File: src/rtl/precharge_bus_sequencer.sv
// Precharge/evaluate/latch sequencer modelling a wired-AND dynamic bus.
// Optional driver-disagreement detection is compiled in with BUS_CONTENTION_CHECK_EN.
module precharge_bus_sequencer #(
   parameter int WIDTH       = 8,
   parameter int NDRV        = 4,
   parameter int EVAL_CYCLES = 2
) (
   input  logic                    clk,
   input  logic                    reset,
   input  logic                    start,
   input  logic [NDRV-1:0]         drv_en,
   input  logic [NDRV*WIDTH-1:0]   drv_data,
   output logic [WIDTH-1:0]        bus,
   output logic [1:0]              phase,
   output logic                    busy,
   output logic [WIDTH-1:0]        q,
   output logic                    q_valid,
   output logic                    contention
);

   typedef enum logic [1:0] {
      IDLE      = 2'd0,
      PRECHARGE = 2'd1,
      EVALUATE  = 2'd2,
      LATCH     = 2'd3
   } state_t;

   state_t                  state, state_nxt;
   logic [3:0]              cnt;
   logic [NDRV-1:0]         en_cap;
   logic [NDRV*WIDTH-1:0]   data_cap;
   logic [WIDTH-1:0]        bus_r;
   logic [WIDTH-1:0]        q_r;

   // Undriven bus lines stay precharged high; any enabled driver can pull a bit low.
   function automatic logic [WIDTH-1:0] wired_and(input logic [NDRV-1:0]       en,
                                                   input logic [NDRV*WIDTH-1:0] d);
      logic [WIDTH-1:0] r;
      r = '1;
      for (int i = 0; i < NDRV; i++)
         if (en[i]) r = r & d[i*WIDTH +: WIDTH];
      return r;
   endfunction

   always_comb begin
      state_nxt = state;
      case (state)
         IDLE:      if (start) state_nxt = PRECHARGE;
         PRECHARGE: state_nxt = EVALUATE;
         EVALUATE:  if (cnt == 4'd1) state_nxt = LATCH;
         LATCH:     state_nxt = start ? PRECHARGE : IDLE;
         default:   state_nxt = IDLE;
      endcase
   end

   always_ff @(posedge clk) begin
      if (reset) begin
         state    <= IDLE;
         cnt      <= '0;
         en_cap   <= '0;
         data_cap <= '0;
         bus_r    <= '1;
         q_r      <= '0;
      end else begin
         state <= state_nxt;
         if (state == PRECHARGE) begin
            en_cap   <= drv_en;
            data_cap <= drv_data;
            cnt      <= 4'(EVAL_CYCLES);
            bus_r    <= wired_and(drv_en, drv_data);
         end else if (state == EVALUATE) begin
            cnt <= cnt - 4'd1;
            if (state_nxt == LATCH) q_r <= wired_and(en_cap, data_cap);
         end else if (state_nxt == IDLE || state_nxt == PRECHARGE) begin
            bus_r <= '1;
         end
      end
   end

`ifdef BUS_CONTENTION_CHECK_EN
   logic cont_r;

   // Enabled drivers disagree exactly when their AND and OR differ in some bit.
   function automatic logic disagree(input logic [NDRV-1:0]       en,
                                      input logic [NDRV*WIDTH-1:0] d);
      logic [WIDTH-1:0] a, o;
      a = '1;
      o = '0;
      for (int i = 0; i < NDRV; i++)
         if (en[i]) begin
            a = a & d[i*WIDTH +: WIDTH];
            o = o | d[i*WIDTH +: WIDTH];
         end
      return (|en) && (a != o);
   endfunction

   always_ff @(posedge clk) begin
      if (reset)
         cont_r <= 1'b0;
      else if (state == PRECHARGE && disagree(drv_en, drv_data))
         cont_r <= 1'b1;
   end

   assign contention = cont_r;
`else
   assign contention = 1'b0;
`endif

   assign bus     = bus_r;
   assign q       = q_r;
   assign phase   = state;
   assign busy    = (state != IDLE);
   assign q_valid = (state == LATCH);

endmodule

File: config.mk
export PLATFORM = sky130hd
export DESIGN_NAME = precharge_bus_sequencer
export DESIGN_NICKNAME = d
export VERILOG_FILES = /design/src/rtl/precharge_bus_sequencer.sv
export SDC_FILE = /design/constraint.sdc
export NUM_CORES = 1
export LEC_CHECK = 0
export CAP_MARGIN = 20
export CORE_UTILIZATION = 40
export DETAILED_ROUTE_END_ITERATION = 8
export PLACE_DENSITY = 0.75
export REMOVE_ABC_BUFFERS = 1
export SLEW_MARGIN = 20
export SYNTH_ARGS = -nofsm -noshare
export SYNTH_HDL_FRONTEND = slang
export SYNTH_SLANG_ARGS = --single-unit
File: constraint.sdc
create_clock -name clk -period 2.2 [get_ports clk]
set_input_delay 0.66 -clock clk [delete_from_list [all_inputs] [get_ports clk]]
set_output_delay 0.66 -clock clk [all_outputs]
set_load 0.01 [all_outputs]
==> run summary, run 1 <==
Status: complete, no violations
Routed length on met2: 2973 um
Crit-path max cell delay: 0.35 ns
Top area cells in the synthesized netlist: dfxtp_1, mux2i_1, nor2b_1
Combinational share of power: 23.8%
Post-DP HPWL: 4464 um
Yosys xor share: 1.006%
Num ports: 60
DR WL met3: 423 um
Antenna violations before repair: 0
Clk root buf: clkbuf_8
Slowest CP cell: or3b_1
# diodes: 0
Metal1 wirelength: 3055 um
Uppermost routed layer: met4
Worst r2r path cells: 6
Max IR drop VDD: 437.2 uV
Final setup fails: 0
Worst-path maximum fanout: 8
Area after DPL: 3296 um2
AO/OA Area Share: 13.55%
Largest net degree at the start of global routing: 40
Post-route ant nets: 0
MUX area fraction: 13.79%
Register share of total power: 41.7%
Cell Type Count: 30
Final Hold Viols: 0
Buf/Inv on CP: 1
Max-area cell share: 44.44%
Max Freq: 500.1 MHz
CP endpoint kind: flop
Iteration count of the initial detailed-routing pass: 4
CP Class: flop to flop
Placed insts: 411
CTS Buf Count: 9
Vias in the first global route: 2175
Crit path arrival time: 2.23 ns
Clock-pin slew of the registers on the worst-case setup and hold paths: 0.07 ns
Met3 GRT Util: 5.467%
Net Sw Frac: 27.98%
Maximum clock insertion buffer count: 2
Die height: 82.82 um
Met2 Track Usage GR: 31.07%
Grt total ovfl: 0
IO buf count: 58
CTS Sinks: 58
Fin. max-slew vios: 0
First-pass GRT wire length: 10720 um
Adder Share, Synth: 3.831%
Chip Area, Yosys: 2613 um2
Static leakage: 1.371 nW
Period utilization: 90.89%
Row count: 29
DR iter-0 viols: 166
Total core area: 6314 um2
Top Layout Cells: dfxtp_1, clkdlybuf4s50_1, nor2_1, mux2i_1, inv_1
CTS tree: done
Worst Setup Start Kind: flop
Final #Nets: 392
Area growth, synth to finish: 34.15%
Die X: 82.82 um
Logic area: 1259 um2
Top cell excl fill/tap: dfxtp_1
Final worst path period need: 2.000 ns
CP required: 2.43 ns
Drt drc: 0
NetSw: 825.4 uW
Full die area: 6858 um2
Crit. path cell count: 6
Yosys warning total: 0
Hold depth: 1
Total of max-cap violations: 0
Critical path's top delay family: AND-OR/OR-AND gates
Reg2reg start: phase[0]
Setup Skew: 0.007285 ns
# Cells Yosys: 281
Mapped Area: 2613 um2
Fin area: 3505 um2
H-tree depth: 3
Top cell type by total area after synthesis: dfxtp_1
Min-delay src: q[4]
R2R Setup Slk: 0.20 ns
Log Warnings: 31
Syn_area_per_cell: 9.297 um2
Dominant comb cell: simple AND/OR/NAND/NOR gates
Gpl congestion: 0.7431
Share of cells above drive strength 1: 8.023%
Final Non-Filler Cells: 426
Hold Path Class: flop to flop
Starting density of the core: 41.38%
Reg2reg end: q[2]
Reg area: 1161 um2
Internal power: 2.124 mW
Crit path capture: q[2]
GRT busiest layer: met2
Synth flops: 58
Clock network power share: 34.5%
Vias per cell: 5.124
Clk_lat worst skew: 0.34 ns
CP cell instances: inv_1 > ha_1 > or3b_1 > o211a_1 > o21ba_1 > a22o_1
Worst setup startpoint: phase[0]
Power Dens Cells: 841.6 nW/um2
Mapped Cells: 281
RSZ-0062 raised after global routing: no
Worst Hold End: q[4]
run 1: power groups by stage:
stage	Sequential (mW)	Combinational, mW	Clock (mW)
final	1.23	0.701	1.02
after global routing	1.24	0.774	1.08
after CTS	1.23	0.706	1.03
after detailed placement	1.25	0.703	0
after global placement	1.25	0.688	0
after floorplan	1.25	0.418	0
run 1: final cells by class:
cell class              count  area share, %
multi-input cells         175          35.92
flip-flops and latches     58          33.13
clock inverters             2         0.9996
inverters                  33          3.534
well taps                  77          2.749
repair buffers             68          18.85
clock buffers              13          4.820
run 1: Yosys cell counts, drive strengths merged:
cell type / count
a2111oi: 8
a211oi: 1
a21oi: 1
a221oi: 8
a22o: 8
buf: 5
clkbuf: 10
clkinv: 1
conb: 1
dfxtp: 58
ha: 8
inv: 32
mux2i: 36
nand2: 3
nand2b: 9
nor2: 38
nor2b: 25
nor3: 5
o211a: 1
o21ai: 2
o21ba: 1
o22ai: 16
or3b: 1
xnor2: 2
xor2: 1
run 1: metrics by stage:
stage	setup TNS (ns)	util (%)	power [mW]	worst slack, ns	hold WS (ns)
6_report	0	55.51	2.949	0.2003	0.4780
2_1_floorplan	-5.884	-	1.666	-0.4190	0.4604
3_5_place_dp	-0.08164	52.20	1.953	-0.05785	0.4711
4_1_cts	0	55.43	2.962	0.007615	0.4869
5_1_grt	0	55.51	3.092	0.1066	0.5076
3_3_place_gp	0	52.20	1.936	0.07413	0.4691
run 1: sequential cells by signal, summed over array words and instances, names as in the netlist:
name      count
data_cap     32
bus           8
q             8
cnt           4
en_cap        4
phase         2
run 1: what timing repair did:
action                                  CTS  global route
hold buffers                              0             0
resized                                   0             2
endpoints found under the setup margin    0             2
run_1/metal_density.png
17 x 17 tiles, from white (low) to dark blue (high), scaled to the fullest tile. Values are wire area over tile area, all layers added.
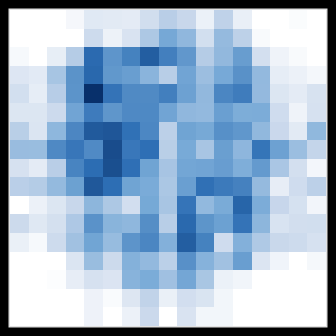
nearly empty tiles: 16%
mean over tiles: 0.15
fullest tile: 0.47
tiles over half the peak: 29%
densest ninth of the die: centre
Total Wirelength: 6549 um
via count: 2183
Tot GR Track Use: 20.03%
wire per inst: 15.37 um

run_1/layer_met1.png
The bar under the picture is 20 um long. Cells faint in the background.
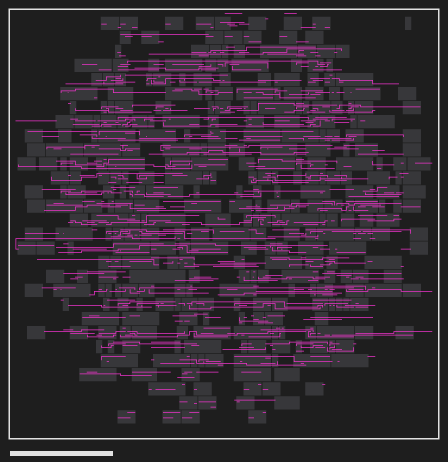
longest straight run: 41.4 um
wire length on this layer: 3060 um
M1 GR Usage: 26.73%

run_1/wires.png
The bar under the picture is 20 um long. Only two layers are drawn.
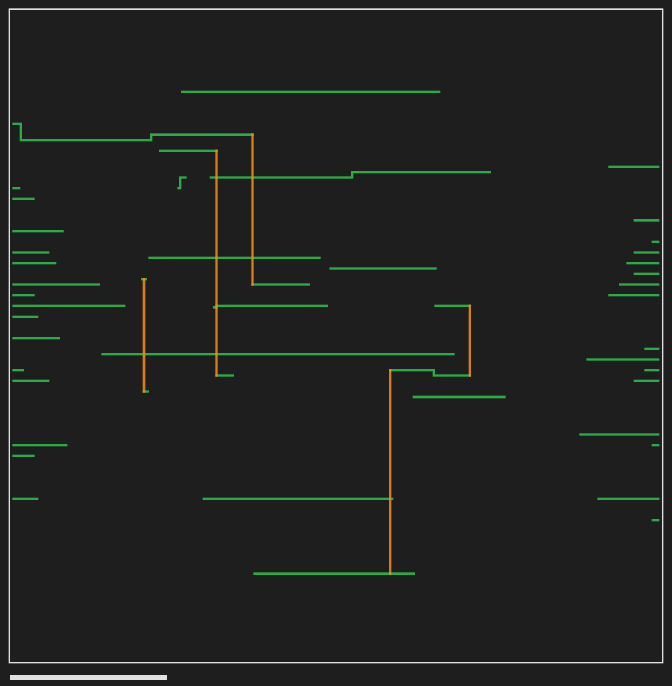
legend:
  metal 3:
    colour: green
    wire_length: 424 um
  metal 4:
    colour: orange
    wire_length: 96.6 um

run_1/detail.png
The bar under the picture is 5 um long. Window x 52 to 72, y 52 to 72 um. Cells in grey, sequential cells in the stronger grey; small squares are vias.
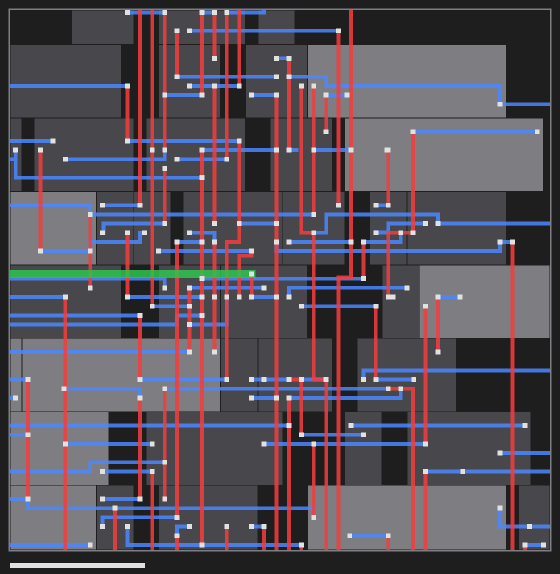

==> inputs of run 2 (changes only) <==
--- a/config.mk
+++ b/config.mk
@@ -6,8 +6,10 @@
 export NUM_CORES = 1
 export LEC_CHECK = 0
 export CAP_MARGIN = 20
+export CORE_MARGIN = 3
 export CORE_UTILIZATION = 40
 export DETAILED_ROUTE_END_ITERATION = 8
+export MAX_ROUTING_LAYER = met4
 export PLACE_DENSITY = 0.75
 export REMOVE_ABC_BUFFERS = 1
 export SLEW_MARGIN = 20
run_2/detail.png
The bar under the picture is 5 um long. Window x 55 to 75, y 55 to 75 um. Cells in grey, sequential cells in the stronger grey; small squares are vias.
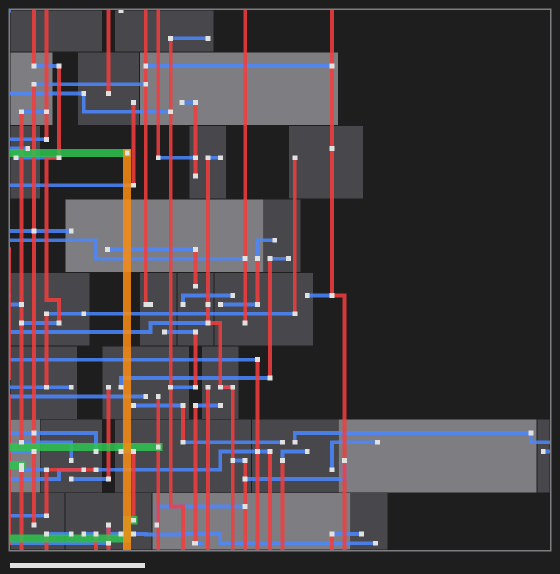
legend:
  metal 3:
    colour: green
  metal 2:
    colour: red
  metal 1:
    colour: blue
  metal 4:
    colour: orange
netlist names of flops here include: data_cap (3), q (1)
most frequent: inv_1 (4), dfxtp_1 (4)
sequential cells in the window: 4
cells with their middle in the window: 23

run_2/congestion.png
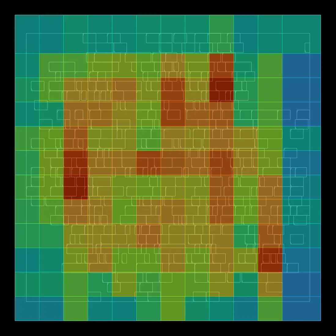
met3 GRT Util: 3.612%
Tot GR Track Use: 19.23%
M1 GR Usage: 25.28%

==> run 2 against run 1 <==
Against the previous run: fmax decreased by 5.8%; register-to-register slack gained 0.06 ns; die area up 9.9%; clock skew fell by 0.0041 ns; largest power group unchanged; critical endpoint is now q_valid; non-clock buffer count down 1; global-route usage is 0.80 points lower.
==> run summary, run 2 <==
Status: complete, no violations (unchanged)
RSZ-0062 raised after global routing: no (unchanged)
Starting density of the core: 42.61% (was 41.38%)
CTS Sinks: 58 (unchanged)
Mapped Cells: 281 (unchanged)
Cell Type Count: 30 (unchanged)
Crit-path max cell delay: 0.53 ns (was 0.35 ns)
Iteration count of the initial detailed-routing pass: 4 (unchanged)
TNS Setup: 0 ns (unchanged)
Slowest CP cell: clkdlybuf4s50_1 (was or3b_1)
Fin. max-slew vios: 0 (unchanged)
Max IR drop VDD: 433.8 uV (was 437.2 uV)
Top area cells in the synthesized netlist: dfxtp_1, mux2i_1, nor2b_1 (unchanged)
Period utilization: 96.45% (was 90.89%)
Num ports: 60 (unchanged)
Top Layout Cells: dfxtp_1, clkdlybuf4s50_1, nor2_1, mux2i_1, inv_1 (unchanged)
Met2 Track Usage GR: 28.36% (was 31.07%)
Post-DP HPWL: 4534 um (was 4464 um)
First-pass GRT wire length: 10670 um (was 10720 um)
Clk_lat worst skew: 0.33 ns (was 0.34 ns)
Metal1 wirelength: 3037 um (was 3055 um)
Register bank with the most flops: data_cap (unchanged)
Gpl congestion: 0.7822 (was 0.7431)
CTS tree: done (unchanged)
Largest net degree at the start of global routing: 29 (was 40)
Top cell type by total area after synthesis: dfxtp_1 (unchanged)
H-tree depth: 3 (unchanged)
CP endpoint kind: output pin (was flop)
IO buf count: 58 (unchanged)
Static leakage: 1.331 nW (was 1.371 nW)
Yosys warning total: 0 (unchanged)
Vias in the first global route: 2181 (was 2175)
Max-area cell share: 44.44% (unchanged)
Wire per inst: 15.36 um (was 15.37 um)
# Cells Yosys: 281 (unchanged)
CP cell instances: buf_4 > ha_1 > clkdlybuf4s50_1 (was inv_1 > ha_1 > or3b_1 > o211a_1 > o21ba_1 > a22o_1)
Vias per cell: 5.064 (was 5.124)
Post-route ant nets: 0 (unchanged)
Post-synth seq share: 44.44% (unchanged)
Die X: 86.82 um (was 82.82 um)
Critical path's top delay family: buffers and inverters (was AND-OR/OR-AND gates)
Row count: 28 (was 29)
Mapped Area: 2613 um2 (unchanged)
Main flop type: dfxtp_1 (unchanged)
Setup Skew: 0.003142 ns (was 0.007285 ns)
Chip Area, Yosys: 2613 um2 (unchanged)
Max FFs per register: 32 (unchanged)
Total core area: 6131 um2 (was 6314 um2)
Most common cell in the netlist: dfxtp_1 (unchanged)
Synth cell count leaders: dfxtp_1, nor2_1, mux2i_1 (unchanged)
CP required: 1.54 ns (was 2.43 ns)
Total Wirelength: 6513 um (was 6549 um)
Maximum clock insertion buffer count: 2 (unchanged)
Full die area: 7537 um2 (was 6858 um2)
Grt total ovfl: 0 (unchanged)
Buf/Inv on CP: 2 (was 1)
Log Warnings: 31 (unchanged)
Worst-path maximum fanout: 4 (was 8)
Drt drc: 0 (unchanged)
GRT busiest layer: met2 (unchanged)
Post-synth EDFFs: 0 (unchanged)
Worst Setup Start Kind: flop (unchanged)
Final setup fails: 0 (unchanged)
Asr flop ratio synth: 0% (unchanged)
Synth flops: 58 (unchanged)
Final WS setup: 0.07804 ns (was 0.2003 ns)
Final Hold Viols: 0 (unchanged)
Hold Buf Count CTS: 0 (unchanged)
Via count: 2147 (was 2183)
Uppermost routed layer: met4 (unchanged)
DR WL met3: 337 um (was 423 um)
Crit path arrival time: 1.46 ns (was 2.23 ns)
Total of max-cap violations: 0 (unchanged)
Clk root buf: clkbuf_8 (unchanged)
# diodes: 0 (unchanged)
CP Class: flop to output pin (was flop to flop)
Area after DPL: 3286 um2 (was 3296 um2)
Final #Nets: 391 (was 392)
Die height: 86.82 um (was 82.82 um)
Share of cells above drive strength 1: 8.023% (unchanged)
Final worst path period need: 2.122 ns (was 2.000 ns)
Util after Layout: 56.57% (was 55.51%)
Post-Place Setup Slack: 0.03875 ns (was -0.05785 ns)
DR iter-0 viols: 152 (was 166)
Power Dens Cells: 810.7 nW/um2 (was 841.6 nW/um2)
Syn_area_per_cell: 9.297 um2 (unchanged)
CTS Buf Count: 9 (unchanged)
Hold Path Class: flop to flop (unchanged)
Routed length on met2: 3001 um (was 2973 um)
Antenna violations before repair: 0 (unchanged)
Fin area: 3468 um2 (was 3505 um2)
Area growth, synth to finish: 32.76% (was 34.15%)
Clock-pin slew of the registers on the worst-case setup and hold paths: 0.06 ns (was 0.07 ns)
Max Freq: 471.3 MHz (was 500.1 MHz)
run 2: cell types whose count changed in the layout (fill, tap and decap cells not counted), sizes merged:
cell           before  now
clkbuf             13   14
clkdlybuf4s50      56   57
clkinv              2    3
bufinv              1    0
buf                10    9
dlymetal6s2s        2    0
dlygate4sd2         0    1
run 2: power by group:
| group | switching (mW) | internal [mW] | total, mW |
|---|---|---|---|
| Combinational | 0.339 | 0.356 | 0.695 |
| Clock | 0.386 | 0.498 | 0.884 |
| Sequential | 0.0733 | 1.16 | 1.23 |
run 2: timing repair:
action,CTS,global route
setup buffers,0,0
endpoints found under the setup margin,1,0
gates resized,2,0
run 2: kinds of logic after synthesis:
family                     after synthesis  synth area share, %
buffers and inverters                   48                7.471
xor gates and xnor gates                 3                1.006
AOI/OAI and AO/OA                       46                13.55
DFF                                     58                44.44
muxes                                   36                13.79
other                                    1               0.1435
and+or+nand+nor                         81                15.76
adders and majority gates                8                3.832
run 2: final timing paths:
path	start	end	slack, ns	depth (start not counted)
worst max-delay path	phase[0]	q_valid	0.08	3
worst min-delay path	q[4]	q[4]	0.48	1
worst max register to register	phase[1]	q[7]	0.26	6
worst min register to register	q[4]	q[4]	0.48	1
run 2: layout make-up:
class | instances | area (um2)
clock buffer | 14 | 172.7
clock inverter | 2 | 10.01
fill | 554 | 2663
inverter | 33 | 123.9
multi-input combinational | 175 | 1259
sequential | 58 | 1162
tap | 75 | 93.84
timing repair buffer | 67 | 646.9
run 2: stage by stage:
stage | hold WS, ns | power (mW) | std cells
2_1_floorplan | 0.4604 | 1.666 | 266
5_1_grt | 0.5004 | 2.971 | 424
3_3_place_gp | 0.4716 | 1.933 | 408
3_5_place_dp | 0.4727 | 1.950 | 408
4_1_cts | 0.4869 | 2.839 | 424
6_report | 0.4836 | 2.812 | 424
run_2/metal_density.png
17 x 17 tiles, from white (low) to dark blue (high), scaled to the fullest tile. Values are wire area over tile area, all layers added.
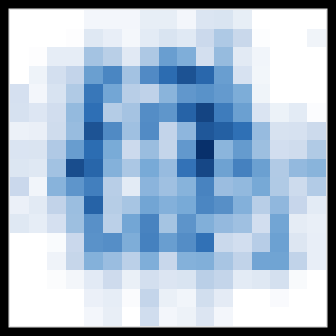

==> inputs of run 3 (changes only) <==
--- a/config.mk
+++ b/config.mk
@@ -9,7 +9,6 @@
 export CORE_MARGIN = 3
 export CORE_UTILIZATION = 40
 export DETAILED_ROUTE_END_ITERATION = 8
-export MAX_ROUTING_LAYER = met4
 export PLACE_DENSITY = 0.75
 export REMOVE_ABC_BUFFERS = 1
 export SLEW_MARGIN = 20
run_3/metal_density.png
17 x 17 tiles, from white (low) to dark blue (high), scaled to the fullest tile. Values are wire area over tile area, all layers added.
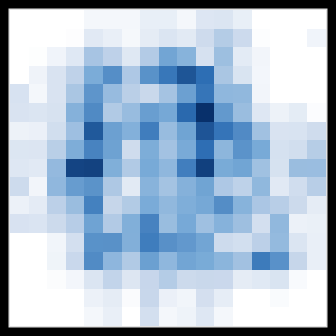
emptiest ninth of the die: north-east
tiles over half the peak: 18%
densest ninth of the die: centre
fullest tile: 0.51
Total Wirelength: 6573 um
via count: 2173

==> run 3 against run 2 <==
Against the previous run: via count is 1.2% higher; routed wire length is 0.92% higher; clock power is 0.5% higher; power is 0.22% higher; cell area stayed put; flip-flop count stayed put; largest power group unchanged; non-clock buffer count stayed put; hold slack better by 0.0043 ns; critical endpoint unchanged; global-route usage is 0.56 points lower.
==> run summary, run 3 <==
Status: complete, no violations (unchanged)
Syn_area_per_cell: 9.297 um2 (unchanged)
Max IR drop VDD: 438.9 uV (was 433.8 uV)
Chip Area, Yosys: 2613 um2 (unchanged)
Mapped Area: 2613 um2 (unchanged)
Period utilization: 96.63% (was 96.45%)
Worst Setup Start Kind: flop (unchanged)
IO buf count: 58 (unchanged)
Pwr Total: 2.818 mW (was 2.812 mW)
Area after DPL: 3286 um2 (unchanged)
# Cells Yosys: 281 (unchanged)
Register bank with the most flops: data_cap (unchanged)
Clk_lat worst skew: 0.33 ns (about the same)
Logic area: 1259 um2 (unchanged)
Worst-path maximum fanout: 4 (unchanged)
Synth flops: 58 (unchanged)
Fill cells: 554 (unchanged)
Clock-pin slew of the registers on the worst-case setup and hold paths: 0.06 ns (about the same)
Met3 GRT Util: 4.943% (was 3.612%)
Main flop type: dfxtp_1 (unchanged)
Area growth, synth to finish: 32.76% (unchanged)
Top Layout Cells: dfxtp_1, clkdlybuf4s50_1, nor2_1, mux2i_1, inv_1 (unchanged)
Post-synth seq share: 44.44% (unchanged)
Post-DP HPWL: 4534 um (unchanged)
Fin area: 3468 um2 (unchanged)
Final Hold Viols: 0 (unchanged)
Clock network power share: 31.5% (was 31.4%)
Final WS setup: 0.07415 ns (was 0.07804 ns)
Vias per cell: 5.125 (was 5.064)
Antenna violations before repair: 0 (unchanged)
CTS Sinks: 58 (unchanged)
Cell Type Count: 30 (unchanged)
Mapped Cells: 281 (unchanged)
Most common cell in the netlist: dfxtp_1 (unchanged)
Synth cell count leaders: dfxtp_1, nor2_1, mux2i_1 (unchanged)
Starting density of the core: 42.61% (unchanged)
Util after Layout: 56.57% (unchanged)
DR iter-0 viols: 147 (was 152)
CP endpoint kind: output pin (unchanged)
TNS Setup: 0 ns (unchanged)
CP Class: flop to output pin (unchanged)
Maximum clock insertion buffer count: 2 (unchanged)
First-pass GRT wire length: 10680 um (was 10670 um)
Vias in the first global route: 2178 (was 2181)
Top cell type by total area after synthesis: dfxtp_1 (unchanged)
Gpl congestion: 0.7718 (was 0.7822)
NetSw: 804.8 uW (was 798.5 uW)
Static leakage: 1.331 nW (unchanged)
Share of cells above drive strength 1: 8.023% (unchanged)
Total core area: 6131 um2 (unchanged)
GRT busiest layer: met2 (unchanged)
Final Non-Filler Cells: 424 (unchanged)
Num ports: 60 (unchanged)
Crit path arrival time: 1.47 ns (was 1.46 ns)
Reg area: 1162 um2 (unchanged)
Power Dens Cells: 812.5 nW/um2 (was 810.7 nW/um2)
Yosys warning total: 0 (unchanged)
Post-synth EDFFs: 0 (unchanged)
CTS tree: done (unchanged)
Max FFs per register: 32 (unchanged)
Post-route ant nets: 0 (unchanged)
Combinational share of power: 24.7% (about the same)
Final setup fails: 0 (unchanged)
Metal1 wirelength: 3052 um (was 3037 um)
Iteration count of the initial detailed-routing pass: 4 (unchanged)
Hold Path Class: flop to flop (unchanged)
Asr flop ratio synth: 0% (unchanged)
Final hold slack: 0.4879 ns (was 0.4836 ns)
Internal power: 2.013 mW (about the same)
Row count: 28 (unchanged)
Clk root buf: clkbuf_8 (unchanged)
Total of max-cap violations: 0 (unchanged)
CTS Buf Count: 9 (unchanged)
# diodes: 0 (unchanged)
Full die area: 7537 um2 (unchanged)
Final #Nets: 391 (unchanged)
Net Sw Frac: 28.56% (was 28.40%)
run_3/wires.png
The bar under the picture is 20 um long. Only two layers are drawn.
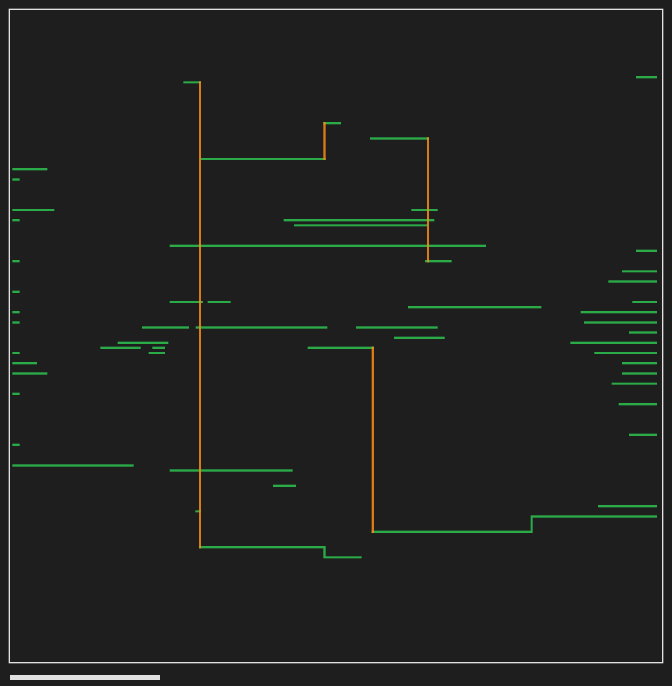
legend:
  metal 4:
    colour: orange
    wire_length: 107 um
  metal 3:
    colour: green
    wire_length: 413 um
Tot GR Track Use: 18.66%
wire per inst: 15.50 um

## run 3: cell counts in the layout (fill, tap and decap cells not counted)
Identical to the previous run, type by type.
## run 3: cells by family after synthesis
family,share of synthesized area [%]
and+or+nand+nor,15.76
DFF,44.44
buffers and inverters,7.471
AOI/OAI and AO/OA,13.55
muxes,13.79
adders and majority gates,3.832
xor gates and xnor gates,1.006
other,0.1435
## run 3: layout make-up
cell class | count | share of cell area, %
Clock buffer | 14 | 4.978
Clock inverter | 2 | 0.2886
Inverter | 33 | 3.571
Multi-Input combinational cell | 175 | 36.29
Sequential cell | 58 | 33.51
Tap cell | 75 | 2.706
Timing Repair Buffer | 67 | 18.65
## run 3: critical path, cell delays in order (launching register included)
cell,delay (ns)
dfxtp_1,0.33
buf_4,0.13
ha_1,0.15
clkdlybuf4s50_1,0.53
## run 3: worst paths after layout
| kind | slack (ns) | cells past startpoint | from | to |
|---|---|---|---|---|
| setup reg to reg | 0.24 | 6 | phase[1] | q[2] |
| setup / recovery | 0.07 | 3 | phase[0] | q_valid |
| hold / removal | 0.49 | 1 | q[5] | q[5] |
| hold reg to reg | 0.49 | 1 | q[5] | q[5] |
## run 3: repair_timing
item | in CTS | in global routing
buffers inserted | 0 | 0
gates resized | 2 | 0
hold endpoints to repair | 0 | 0
setup endpoints to repair | 1 | 0
## run 3: power groups by stage
stage | sequential, mW | clock (mW) | combinational [mW]
2_1_floorplan | 1.25 | 0 | 0.418
3_3_place_gp | 1.25 | 0 | 0.685
3_5_place_dp | 1.25 | 0 | 0.698
4_1_cts | 1.23 | 0.908 | 0.699
5_1_grt | 1.24 | 0.960 | 0.770
6_report | 1.23 | 0.888 | 0.697
Power figures rest on the tool's default switching activity, not on a simulated workload.
